Figure 1. Signal wires on met1 (run 1).
The bar under the picture is 20 um long. Cells faint in the background.
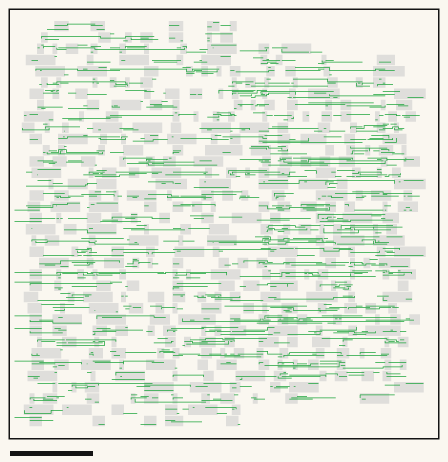
Figure 2. M2 wires (run 1).
The bar under the picture is 20 um long. Cells faint in the background.
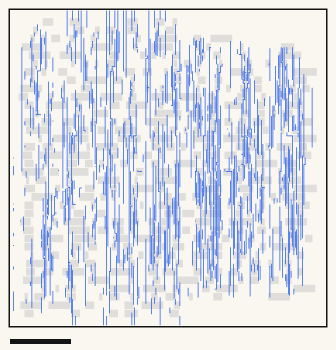
Figure 3. Met3 routing (run 1).
The bar under the picture is 20 um long. Cells faint in the background.
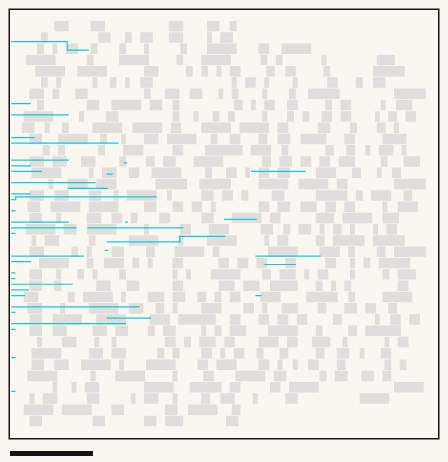
### config.mk
export PLATFORM = sky130hd
export DESIGN_NAME = uart_alu_interface_flat
export DESIGN_NICKNAME = d
export VERILOG_FILES = /design/src/rtl/uart_alu_if.sv /design/src/rtl/uart_alu_interface.sv /design/src/flat_wrapper.sv
export SDC_FILE = /design/constraint.sdc
export NUM_CORES = 1
export LEC_CHECK = 0
export CELL_PAD_IN_SITES_DETAIL_PLACEMENT = 2
export CELL_PAD_IN_SITES_GLOBAL_PLACEMENT = 2
export CORE_MARGIN = 2
export CORE_UTILIZATION = 27
export DETAILED_ROUTE_END_ITERATION = 8
export PLACE_DENSITY_LB_ADDON = 0.1
export SETUP_SLACK_MARGIN = 0.02
export SLEW_MARGIN = 20
export SYNTH_ARGS = -nofsm -noshare
export SYNTH_HDL_FRONTEND = slang
export SYNTH_SLANG_ARGS = --single-unit
### constraint.sdc
create_clock -name clk -period 1.75 [get_ports clk]
set_clock_uncertainty 0.15 [all_clocks]
set_input_delay 0.35 -clock clk [delete_from_list [all_inputs] [get_ports clk]]
set_output_delay 0.35 -clock clk [all_outputs]
set_load 0.03 [all_outputs]
### src/rtl/uart_alu_if.sv
// Bundle of signals between the UART/ALU sequencer and the receiver, ALU and transmitter.
// The master modport is the sequencer's own view of the bundle.
interface uart_alu_if #(
   parameter int NBIT_DATA = 8,
   parameter int NBIT_OP   = 6
);
   logic                 rx_done_tick;
   logic [NBIT_DATA-1:0] rx_data;
   logic [NBIT_DATA-1:0] alu_result;
   logic                 tx_done_tick;
   logic [NBIT_DATA-1:0] alu_a;
   logic [NBIT_DATA-1:0] alu_b;
   logic [NBIT_OP-1:0]   alu_op;
   logic                 tx_start;
   logic [NBIT_DATA-1:0] tx_data;
   logic                 busy;
   logic                 timeout_err;

   modport master (
      input  rx_done_tick, rx_data, alu_result, tx_done_tick,
      output alu_a, alu_b, alu_op, tx_start, tx_data, busy, timeout_err
   );

   modport slave (
      output rx_done_tick, rx_data, alu_result, tx_done_tick,
      input  alu_a, alu_b, alu_op, tx_start, tx_data, busy, timeout_err
   );
endinterface

### src/rtl/uart_alu_interface.sv
// Collects operand A, operand B and opcode from the UART receiver, lets the ALU settle,
// then launches one transmit of the result. An inter-byte timeout aborts a stalled frame.
module uart_alu_interface #(
   parameter int NBIT_DATA   = 8,
   parameter int NBIT_OP     = 6,
   parameter int TIMEOUT_CYC = 1000000,
   parameter int LEN_TIMEOUT = 20
) (
   input  logic      clk,
   input  logic      reset,
   uart_alu_if.master bus
);

   typedef enum logic [2:0] {
      IDLE_A  = 3'd0,
      GET_B   = 3'd1,
      GET_OP  = 3'd2,
      EXEC    = 3'd3,
      WAIT_TX = 3'd4
   } state_t;

   state_t                 state;
   logic                   rx_prev;
   logic                   tx_prev;
   logic [LEN_TIMEOUT-1:0] to_cnt;
   logic                   rx_evt;
   logic                   tx_evt;
   logic                   expired;

   // Rising-edge events: a level held high by the receiver/transmitter counts once.
   assign rx_evt  = bus.rx_done_tick & ~rx_prev;
   assign tx_evt  = bus.tx_done_tick & ~tx_prev;
   assign expired = (TIMEOUT_CYC != 0) && (to_cnt == LEN_TIMEOUT'(TIMEOUT_CYC - 1));

   always_ff @(posedge clk) begin
      if (reset) begin
         state           <= IDLE_A;
         rx_prev         <= 1'b0;
         tx_prev         <= 1'b0;
         to_cnt          <= '0;
         bus.alu_a       <= '0;
         bus.alu_b       <= '0;
         bus.alu_op      <= '0;
         bus.tx_data     <= '0;
         bus.tx_start    <= 1'b0;
         bus.busy        <= 1'b0;
         bus.timeout_err <= 1'b0;
      end else begin
         rx_prev         <= bus.rx_done_tick;
         tx_prev         <= bus.tx_done_tick;
         bus.tx_start    <= 1'b0;
         bus.timeout_err <= 1'b0;
         case (state)
            IDLE_A: begin
               if (rx_evt) begin
                  bus.alu_a <= bus.rx_data;
                  to_cnt    <= '0;
                  state     <= GET_B;
                  bus.busy  <= 1'b1;
               end
            end
            GET_B: begin
               // A byte arriving on the expiry cycle takes priority over the abort.
               if (rx_evt) begin
                  bus.alu_b <= bus.rx_data;
                  to_cnt    <= '0;
                  state     <= GET_OP;
               end else if (expired) begin
                  to_cnt          <= '0;
                  state           <= IDLE_A;
                  bus.busy        <= 1'b0;
                  bus.timeout_err <= 1'b1;
               end else begin
                  to_cnt <= to_cnt + LEN_TIMEOUT'(1);
               end
            end
            GET_OP: begin
               if (rx_evt) begin
                  bus.alu_op <= bus.rx_data[NBIT_OP-1:0];
                  state      <= EXEC;
               end else if (expired) begin
                  to_cnt          <= '0;
                  state           <= IDLE_A;
                  bus.busy        <= 1'b0;
                  bus.timeout_err <= 1'b1;
               end else begin
                  to_cnt <= to_cnt + LEN_TIMEOUT'(1);
               end
            end
            EXEC: begin
               // The ALU has had one full cycle on the new operands; latch its result.
               bus.tx_data  <= bus.alu_result;
               bus.tx_start <= 1'b1;
               state        <= WAIT_TX;
            end
            WAIT_TX: begin
               if (tx_evt) begin
                  state    <= IDLE_A;
                  bus.busy <= 1'b0;
               end
            end
            default: begin
               state    <= IDLE_A;
               bus.busy <= 1'b0;
            end
         endcase
      end
   end

endmodule
### src/flat_wrapper.sv
// flat-port wrapper written by rule: the top's interface ports become plain ports
module uart_alu_interface_flat 
#(
   parameter int NBIT_DATA   = 8,
   parameter int NBIT_OP     = 6,
   parameter int TIMEOUT_CYC = 1000000,
   parameter int LEN_TIMEOUT = 20
)
  (clk, reset, bus_rx_done_tick, bus_rx_data, bus_alu_result, bus_tx_done_tick, bus_alu_a, bus_alu_b, bus_alu_op, bus_tx_start, bus_tx_data, bus_busy, bus_timeout_err);
  uart_alu_if #(.NBIT_DATA(NBIT_DATA), .NBIT_OP(NBIT_OP)) bus_i ();
  input  logic clk;
  input  logic reset;
  input wire logic [$bits(bus_i.rx_done_tick)-1:0] bus_rx_done_tick;
  input wire logic [$bits(bus_i.rx_data)-1:0] bus_rx_data;
  input wire logic [$bits(bus_i.alu_result)-1:0] bus_alu_result;
  input wire logic [$bits(bus_i.tx_done_tick)-1:0] bus_tx_done_tick;
  output wire logic [$bits(bus_i.alu_a)-1:0] bus_alu_a;
  output wire logic [$bits(bus_i.alu_b)-1:0] bus_alu_b;
  output wire logic [$bits(bus_i.alu_op)-1:0] bus_alu_op;
  output wire logic [$bits(bus_i.tx_start)-1:0] bus_tx_start;
  output wire logic [$bits(bus_i.tx_data)-1:0] bus_tx_data;
  output wire logic [$bits(bus_i.busy)-1:0] bus_busy;
  output wire logic [$bits(bus_i.timeout_err)-1:0] bus_timeout_err;
  assign bus_i.rx_done_tick = bus_rx_done_tick;
  assign bus_i.rx_data = bus_rx_data;
  assign bus_i.alu_result = bus_alu_result;
  assign bus_i.tx_done_tick = bus_tx_done_tick;
  assign bus_alu_a = bus_i.alu_a;
  assign bus_alu_b = bus_i.alu_b;
  assign bus_alu_op = bus_i.alu_op;
  assign bus_tx_start = bus_i.tx_start;
  assign bus_tx_data = bus_i.tx_data;
  assign bus_busy = bus_i.busy;
  assign bus_timeout_err = bus_i.timeout_err;
  uart_alu_interface #(.NBIT_DATA(NBIT_DATA), .NBIT_OP(NBIT_OP), .TIMEOUT_CYC(TIMEOUT_CYC), .LEN_TIMEOUT(LEN_TIMEOUT)) u_core (.clk(clk), .reset(reset), .bus(bus_i));
endmodule
==> out/summary.txt, run 1 <==
Total track usage: 18.9%
Placed Cells incl. Taps: 540
Share of layout cells above drive strength 1: 28.4%
Vias per cell: 4.97
P&R area growth vs syn: 54.3%
Met2 Use GR: 35.4%
Switch share: 28.7%
Critical Path Slowest Stage Cell: or4b_4
EDFF count, synth: 0
Setup CP Type: register to register
Clock Sinks: 58
Unique cell types: 48
Io pins: 53
YS chip area: 2660 sq um
Worst Slack Setup Final: -0.204 ns
Multi-input combinational area share: 38.5%
Minimum hold slack: 0.170 ns
Biggest Area Class: combinational gates
Post-synth top flop: dfxtp_1
GR Util met1: 20.7%
Status: finished with violations
Final setup fails: 22
Xor/xnor share: 1.65%
Top non-seq family: simple AND/OR/NAND/NOR gates
1st-pass router iterations: 4
Post-layout util: 42.5%
Largest net degree at the start of global routing: 28
Clk pwr share: 38.6%
Share of async-settable or async-resettable flops after synthesis: 0%
CP Data Required Time: 1.83 ns
Initial antenna violation count: 0
Measured slew at the worst slew-check pin: 0.337 ns
Fin cells: 559
Seq share, synth: 43.7%
Worst Path Buf+Inv: 1
Clk buf depth: 2
CTS tree: yes
Postcts setup bufs: 1
Max Fclk: 512 MHz
Tool warning count: 29
Cell row count: 36
Logic Gate Count: 236
Registers, synthesis: 58
NetSw: 0.836 mW
M3 GR Usage: 5.56%
FF+latch count: 58
RSZ-0062 raised after global routing: yes
Core area: 9640 sq um
Total CTS buffers: 9
Final period util: 112%
I/O Buffers: 52
Die area: 10600 sq um
Area share, top type: 43.7%
Synth warn: 0
Clock group: 1.13 mW
Clock buffer cells: 11
Fraction of area in registers: 28.6%
Flop pwr share: 46.9%
N_diodes: 0
CP cell instances: or4b_4 > nor4_4 > a211oi_4 > buf_6 > o21bai_4 > nor2_1
Failing checks: negative setup slack
Highest Signal Layer: met4
Met3 WL post-DR: 407 um
H-tree levels: 3
# nets final: 442
Adder Share, Synth: 0.471%
Total negative slack: -3.33 ns
Clock root cell: clkbuf_8
Avg Cell Area, Syn: 8.40 sq um
Placer Congestion: 0.778
Clk slew on worst S/H paths: 0.07 ns
Invs w/o clock: 2
Top power group: registers
Startpoint Class: register
Yosys cell count: 316
Worst-skew pair later-pin latency: 0.34 ns
-- Figure 1 (at the start) --
The wires run mostly horizontal. The layer holds 41% of the routed length. The longest straight run is 53.4 um. 411 nets have wire on it. The layer carries 3880 um of wire.

-- Figure 2 (at the start) --
The layer holds 53% of the routed length. The longest straight run is 43.5 um. The wires run mostly vertical.

-- Figure 3 (at the start) --
The wires run mostly horizontal. 31 nets have wire on it. The longest straight run is 33.8 um.

[run 1: layout by cell type, fill, tap and decap left out, types with 10 or more instances in the layout]
master	instances
mux2i_1	14
nor2_1	35
clkbuf_8	10
nand3_1	31
a21oi_1	25
nand2_1	36
buf_4	51
clkdlybuf4s50_1	17
dlygate4sd2_1	33
dfxtp_1	49
[run 1: worst paths after layout]
kind | cells after the start | from | to | slack (ns)
setup / recovery | 6 | u_core.to_cnt[10] | u_core.to_cnt[14] | -0.20
hold reg to reg | 2 | u_core.bus.tx_data[0] | u_core.bus.tx_data[0] | 0.30
setup reg to reg | 6 | u_core.to_cnt[10] | u_core.to_cnt[14] | -0.20
hold / removal | 2 | reset | u_core.state[2] | 0.17
[run 1: stage by stage]
stage / cell area, sq um / setup WS [ns] / power (mW)
global route: 4100 / -0.304 / 3.06
detailed placement: 3740 / -0.523 / 1.80
CTS: 3960 / -0.231 / 2.96
floorplan: 2690 / -0.126 / 1.60
finish: 4100 / -0.204 / 2.91
global placement: 3740 / -0.425 / 1.79
[run 1: state kept, by name (all words and copies together) (netlist names)]
signal and cells:
u_core.rx_prev 1, u_core.bus.tx_start 1, u_core.bus.alu_b 8, u_core.to_cnt 20, u_core.tx_prev 1, u_core.bus.busy 1
u_core.bus.timeout_err 1, u_core.bus.alu_a 8, u_core.bus.alu_op 6, u_core.state 3, u_core.bus.tx_data 8
[run 1: synthesized netlist by cell type (5+ instances only)]
cell / number
dfxtp_1: 58
nand2_1: 40
nor2_1: 36
nand3_1: 32
a21oi_1: 27
mux2i_1: 14
clkbuf_1: 12
a31oi_1: 9
nand4_1: 7
nor2b_1: 6
o21ai_0: 6
nand3b_1: 5
nand4b_1: 5
nor4_1: 5
--- run 2 (diff from run 1) ---
--- a/config.mk
+++ b/config.mk
@@ -10,6 +10,7 @@
 export CORE_MARGIN = 2
 export CORE_UTILIZATION = 27
 export DETAILED_ROUTE_END_ITERATION = 8
+export GPL_TIMING_DRIVEN = 1
 export PLACE_DENSITY_LB_ADDON = 0.1
 export SETUP_SLACK_MARGIN = 0.02
 export SLEW_MARGIN = 20
Figure 4. Congestion heat map (run 2).
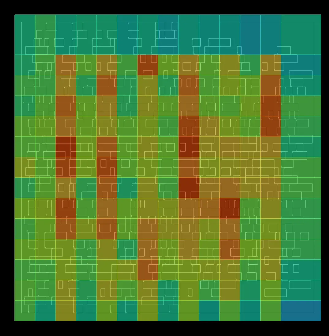
GRT busiest layer: met2
met2 Use GR: 35.4%

Figure 5. M2 wires (run 2).
The bar under the picture is 20 um long. Cells faint in the background.
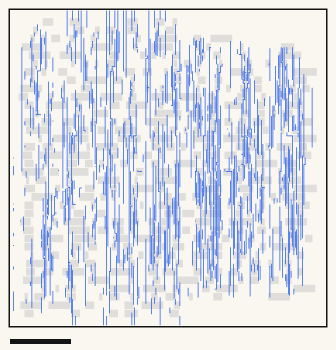
The wires run mostly vertical. The longest straight run is 43.5 um. The layer holds 53% of the routed length.

==> run 2 against run 1 <==
  * The flow still finishes with violations (negative setup slack)
  * Synthesized cell count is the same
  * Non-clock buffer count is the same
  * Via count unchanged
  * Sequential power barely moved
  * Sequential share of layout area stayed put
  * Fmax did not move
  * Clock-buffer cell count is the same
  * Sequential cell count unchanged
  * Power stayed put
  * Synthesized area did not move
==> out/summary.txt, run 2 <==
N_diodes: 0
Yosys cell count: 316
Failing checks: negative setup slack
Most frequent logic cells in the routed design: 51 x buf_4, 49 x dfxtp_1, 36 x nand2_1, 35 x nor2_1, 33 x dlygate4sd2_1
Initial antenna violation count: 0
Dominant logic cell type in the layout: buf_4
Cell row count: 36
Total Wirelength: 9450 um
Share of async-settable or async-resettable flops after synthesis: 0%
Worst slack, placed: -0.523 ns
EDFF count, synth: 0
Critical Path Slowest Stage Cell: or4b_4
Rel. slew slack: 77.3%
Unique cell types: 48
Placer Congestion: 0.778
Final period util: 112%
Finished Cell Area: 4100 sq um
Die area: 10600 sq um
Io pins: 53
Clock root cell: clkbuf_8
Leakage: 1.63 nW
Post-synth top flop: dfxtp_1
Post-layout util: 42.5%
Tool warning count: 29
Startpoint Class: register
H-tree levels: 3
Core area: 9640 sq um
Total CTS buffers: 9
Clk buf depth: 2
CP Data Required Time: 1.83 ns
Worst-skew pair later-pin latency: 0.34 ns
Area share, top type: 43.7%
Synth warn: 0
Hold Fails Final Rpt: 0
Hpwl dp: 6950 um
Placed Cells incl. Taps: 540
Avg Cell Area, Syn: 8.40 sq um
Total negative slack: -3.33 ns
Top reg by flops: u_core.to_cnt
Largest net degree at the start of global routing: 28
YS chip area: 2660 sq um
Fin cells: 559
Synth top cells by count: 58 x dfxtp_1, 40 x nand2_1, 36 x nor2_1
Max Fclk: 512 MHz
Final setup fails: 22
Largest register FFs: 20
Dpl cell area: 3740 sq um
Clk slew on worst S/H paths: 0.07 ns
First-pass GRT wire length: 15400 um
Status: finished with violations
Max Slew Vio Count: 0
Setup CP Type: register to register
RSZ-0062 raised after global routing: yes
Routed len/inst: 16.9 um
Registers, synthesis: 58
Worst Path Buf+Inv: 1
Synth top cell by count: dfxtp_1
CTS tree: yes
Vias per cell: 4.97
P&R area growth vs syn: 54.3%
Worst Slack Setup Final: -0.204 ns
CP cell instances: or4b_4 > nor4_4 > a211oi_4 > buf_6 > o21bai_4 > nor2_1
PD cells: 711 nW/um^2
Seq share, synth: 43.7%
Minimum hold slack: 0.170 ns
Measured slew at the worst slew-check pin: 0.337 ns
Clock Sinks: 58
Total track usage: 18.9%
R2r setup slk: -0.20 ns
Share of layout cells above drive strength 1: 28.4%
I/O Buffers: 52
# nets final: 442
1st-pass router iterations: 4
Power Total: 2.91 mW
[run 2: cell counts in the layout (fill, tap and decap cells not counted)]
No cell type changed its count.
[run 2: logic make-up after synthesis]
| family | Yosys count | synth area share (%) |
|---|---|---|
| AOI/OAI and AO/OA | 55 | 12.4 |
| xor gates and xnor gates | 5 | 1.65 |
| adders and majority gates | 1 | 0.471 |
| buffers and inverters | 22 | 4.15 |
| DFF | 58 | 43.7 |
| muxes | 14 | 5.28 |
| and+or+nand+nor | 161 | 32.3 |
[run 2: power breakdown]
group          internal, mW  switching (mW)  leakage [nW]
combinational         0.184           0.237          1.07
clock                 0.545           0.581        0.0851
sequential             1.35          0.0182         0.474
total                  2.08           0.836          1.63
[run 2: area by class of cell]
type,instances,area [sq um]
sequential,58,1170
inverter,2,7.51
multi-input combinational,236,1580
clock buffer,11,141
fill,1125,5540
tap,133,166
clock inverter,5,30.0
timing repair buffer,114,1000
[run 2: what timing repair did]
action                                  in CTS  in global routing
resized                                     52                 36
buffers inserted                             1                  2
endpoints found under the setup margin      77                 46
endpoints found under the hold margin        0                  0
pin swaps                                    6                 11
cloned                                       0                  1
[run 2: worst paths after layout]
path | start | endpoint | cells after the start
min reg2reg | u_core.bus.tx_data[0] | u_core.bus.tx_data[0] | 2
max | u_core.to_cnt[10] | u_core.to_cnt[14] | 6
min | reset | u_core.state[2] | 2
max reg2reg | u_core.to_cnt[10] | u_core.to_cnt[14] | 6
[run 2: per-layer routing]
metal / share of wire [%] / GRT usage, % / vias to the layer above / routed length [um]
met1: 41 / 20.7 / 1388 / 3880
met5: 0 / 0 / - / 0
li1: - / - / 1335 / -
met4: 1.3 / 5.06 / 0 / 121
met3: 4.3 / 5.56 / 13 / 407
met2: 53 / 35.4 / 42 / 5040
--- run 3 (diff from run 2) ---
--- a/config.mk
+++ b/config.mk
@@ -13,7 +13,6 @@
 export GPL_TIMING_DRIVEN = 1
 export PLACE_DENSITY_LB_ADDON = 0.1
 export SETUP_SLACK_MARGIN = 0.02
-export SLEW_MARGIN = 20
 export SYNTH_ARGS = -nofsm -noshare
 export SYNTH_HDL_FRONTEND = slang
 export SYNTH_SLANG_ARGS = --single-unit
Figure 6. Signal wires on met1 (run 3).
The bar under the picture is 20 um long. Cells faint in the background.
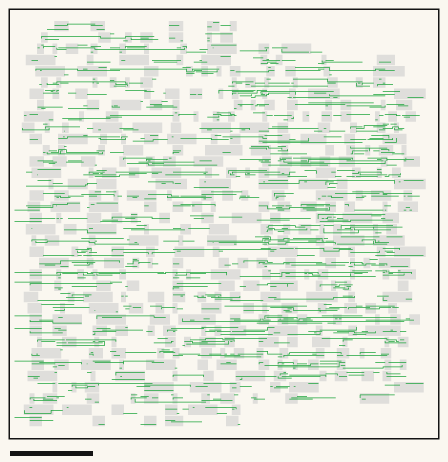
The wires run mostly horizontal. The layer holds 41% of the routed length. The longest straight run is 53.4 um.

==> run 3 against run 2 <==
  * The run still ends with negative setup slack left
  * Synthesized area stayed put
  * Synthesized cell count stayed put
  * Via count stayed put
  * Cell count stayed put
  * Critical path depth stayed put
  * Non-clock buffer count stayed put
  * Power stayed put
  * Fmax stayed put
  * Sequential power hardly changed
  * Register-to-register slack hardly changed
  * Utilization stayed put
  * Largest cell class unchanged
  * Largest power group unchanged
==> out/summary.txt, run 3 <==
Non-CTS buffers: 114
Avg Cell Area, Syn: 8.40 sq um
Hold_sp: reset
Setup CP Type: register to register
Invs w/o clock: 2
Die area: 10600 sq um
Fraction of area in registers: 28.6%
Cell row count: 36
Worst Hold Depth: 2
Seq share, synth: 43.7%
Status: finished with violations
GR Util met1: 20.7%
Io pins: 53
Max Slew Vio Count: 0
Rel. slew slack: 77.3%
Hold EP: u_core.state[2]
Clock buffer cells: 11
Hold Fails Final Rpt: 0
Synth warn: 0
Biggest Area Class: combinational gates
Met2 wire length: 5040 um
Power Total: 2.91 mW
Clock Sinks: 58
Placer Congestion: 0.778
Failing checks: negative setup slack
Highest Signal Layer: met4
Logic Gate Count: 236
Share of async-settable or async-resettable flops after synthesis: 0%
Non-clock buffering overhead: 24.4%
Dominant logic cell type in the layout: buf_4
GRT busiest layer: met2
# nets final: 442
Top reg by flops: u_core.to_cnt
Vias per cell: 4.97
Final setup fails: 22
FILL cells: 1125
Worst-skew pair later-pin latency: 0.34 ns
Clk buf depth: 2
Registers, synthesis: 58
Worst Slack Setup Final: -0.204 ns
Largest register FFs: 20
Multi-input combinational area share: 38.5%
Initial antenna violation count: 0
H-tree levels: 3
Critical Path Slowest Stage Cell: or4b_4
Clock root cell: clkbuf_8
Met3 WL post-DR: 407 um
Met2 Use GR: 35.4%
Share of layout cells above drive strength 1: 28.4%
R2r setup slk: -0.20 ns
R2R Path Start: u_core.to_cnt[10]
Startpoint Class: register
Post-CTS Resized: 52
Met1 WL: 3880 um
1st-pass router iterations: 4
PD cells: 711 nW/um^2
Final period util: 112%
Postcts setup bufs: 1
Reg area: 1170 sq um
Figure 7. Congestion heat map (run 3).
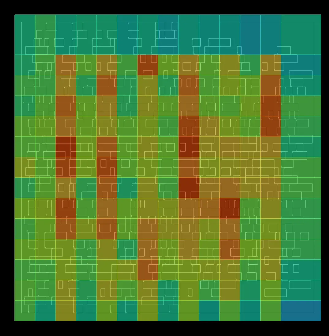
total track usage: 18.9%
post-layout util: 42.5%
routed len/inst: 16.9 um
M3 GR Usage: 5.56%

[run 3: cell counts in the layout (fill, tap and decap cells not counted)]
No cell type changed its count.
[run 3: power breakdown]
group          switching (mW)  total (mW)  internal [mW]
registers              0.0182        1.37           1.35
logic                   0.237       0.421          0.184
clock network           0.581        1.13          0.545
total                   0.836        2.91           2.08
[run 3: through the flow]
stage / util (%) / setup WS, ns / instances / area, sq um
after floorplan: - / -0.126 / 316 / 2690
after global placement: 38.8 / -0.425 / 540 / 3740
after detailed placement: 38.8 / -0.523 / 540 / 3740
after CTS: 41.1 / -0.231 / 557 / 3960
after global routing: 42.5 / -0.304 / 559 / 4100
final: 42.5 / -0.204 / 559 / 4100
[run 3: worst max-delay path by stage]
stage                     slack (ns)               from                 to  depth (start not counted)
final                          -0.20  u_core.to_cnt[10]  u_core.to_cnt[14]                          6
after global routing           -0.30  u_core.to_cnt[10]  u_core.to_cnt[14]                          6
after CTS                      -0.23  u_core.to_cnt[10]   u_core.to_cnt[8]                          6
after detailed placement       -0.52   bus_rx_done_tick  u_core.to_cnt[19]                          7
after global placement         -0.43   bus_rx_done_tick  u_core.to_cnt[19]                          7
after floorplan                -0.13  u_core.to_cnt[10]   u_core.to_cnt[5]                          7
[run 3: cells by family after synthesis]
family / count (synthesis) / share of synthesized area [%]
simple gates: 161 / 32.3
mux: 14 / 5.28
flops: 58 / 43.7
xor+xnor: 5 / 1.65
fa+ha+maj: 1 / 0.471
buf+inv: 22 / 4.15
compound gates: 55 / 12.4
[run 3: worst max-delay path, delay by kind of cell, from the launching register on]
family	cells	cell delay, ns
buffers and inverters	1	0.16
and+or+nand+nor	3	0.88
DFF	1	0.32
AOI/OAI and AO/OA	2	0.33
No activity file was given, so power comes from the tool's default toggle rates.
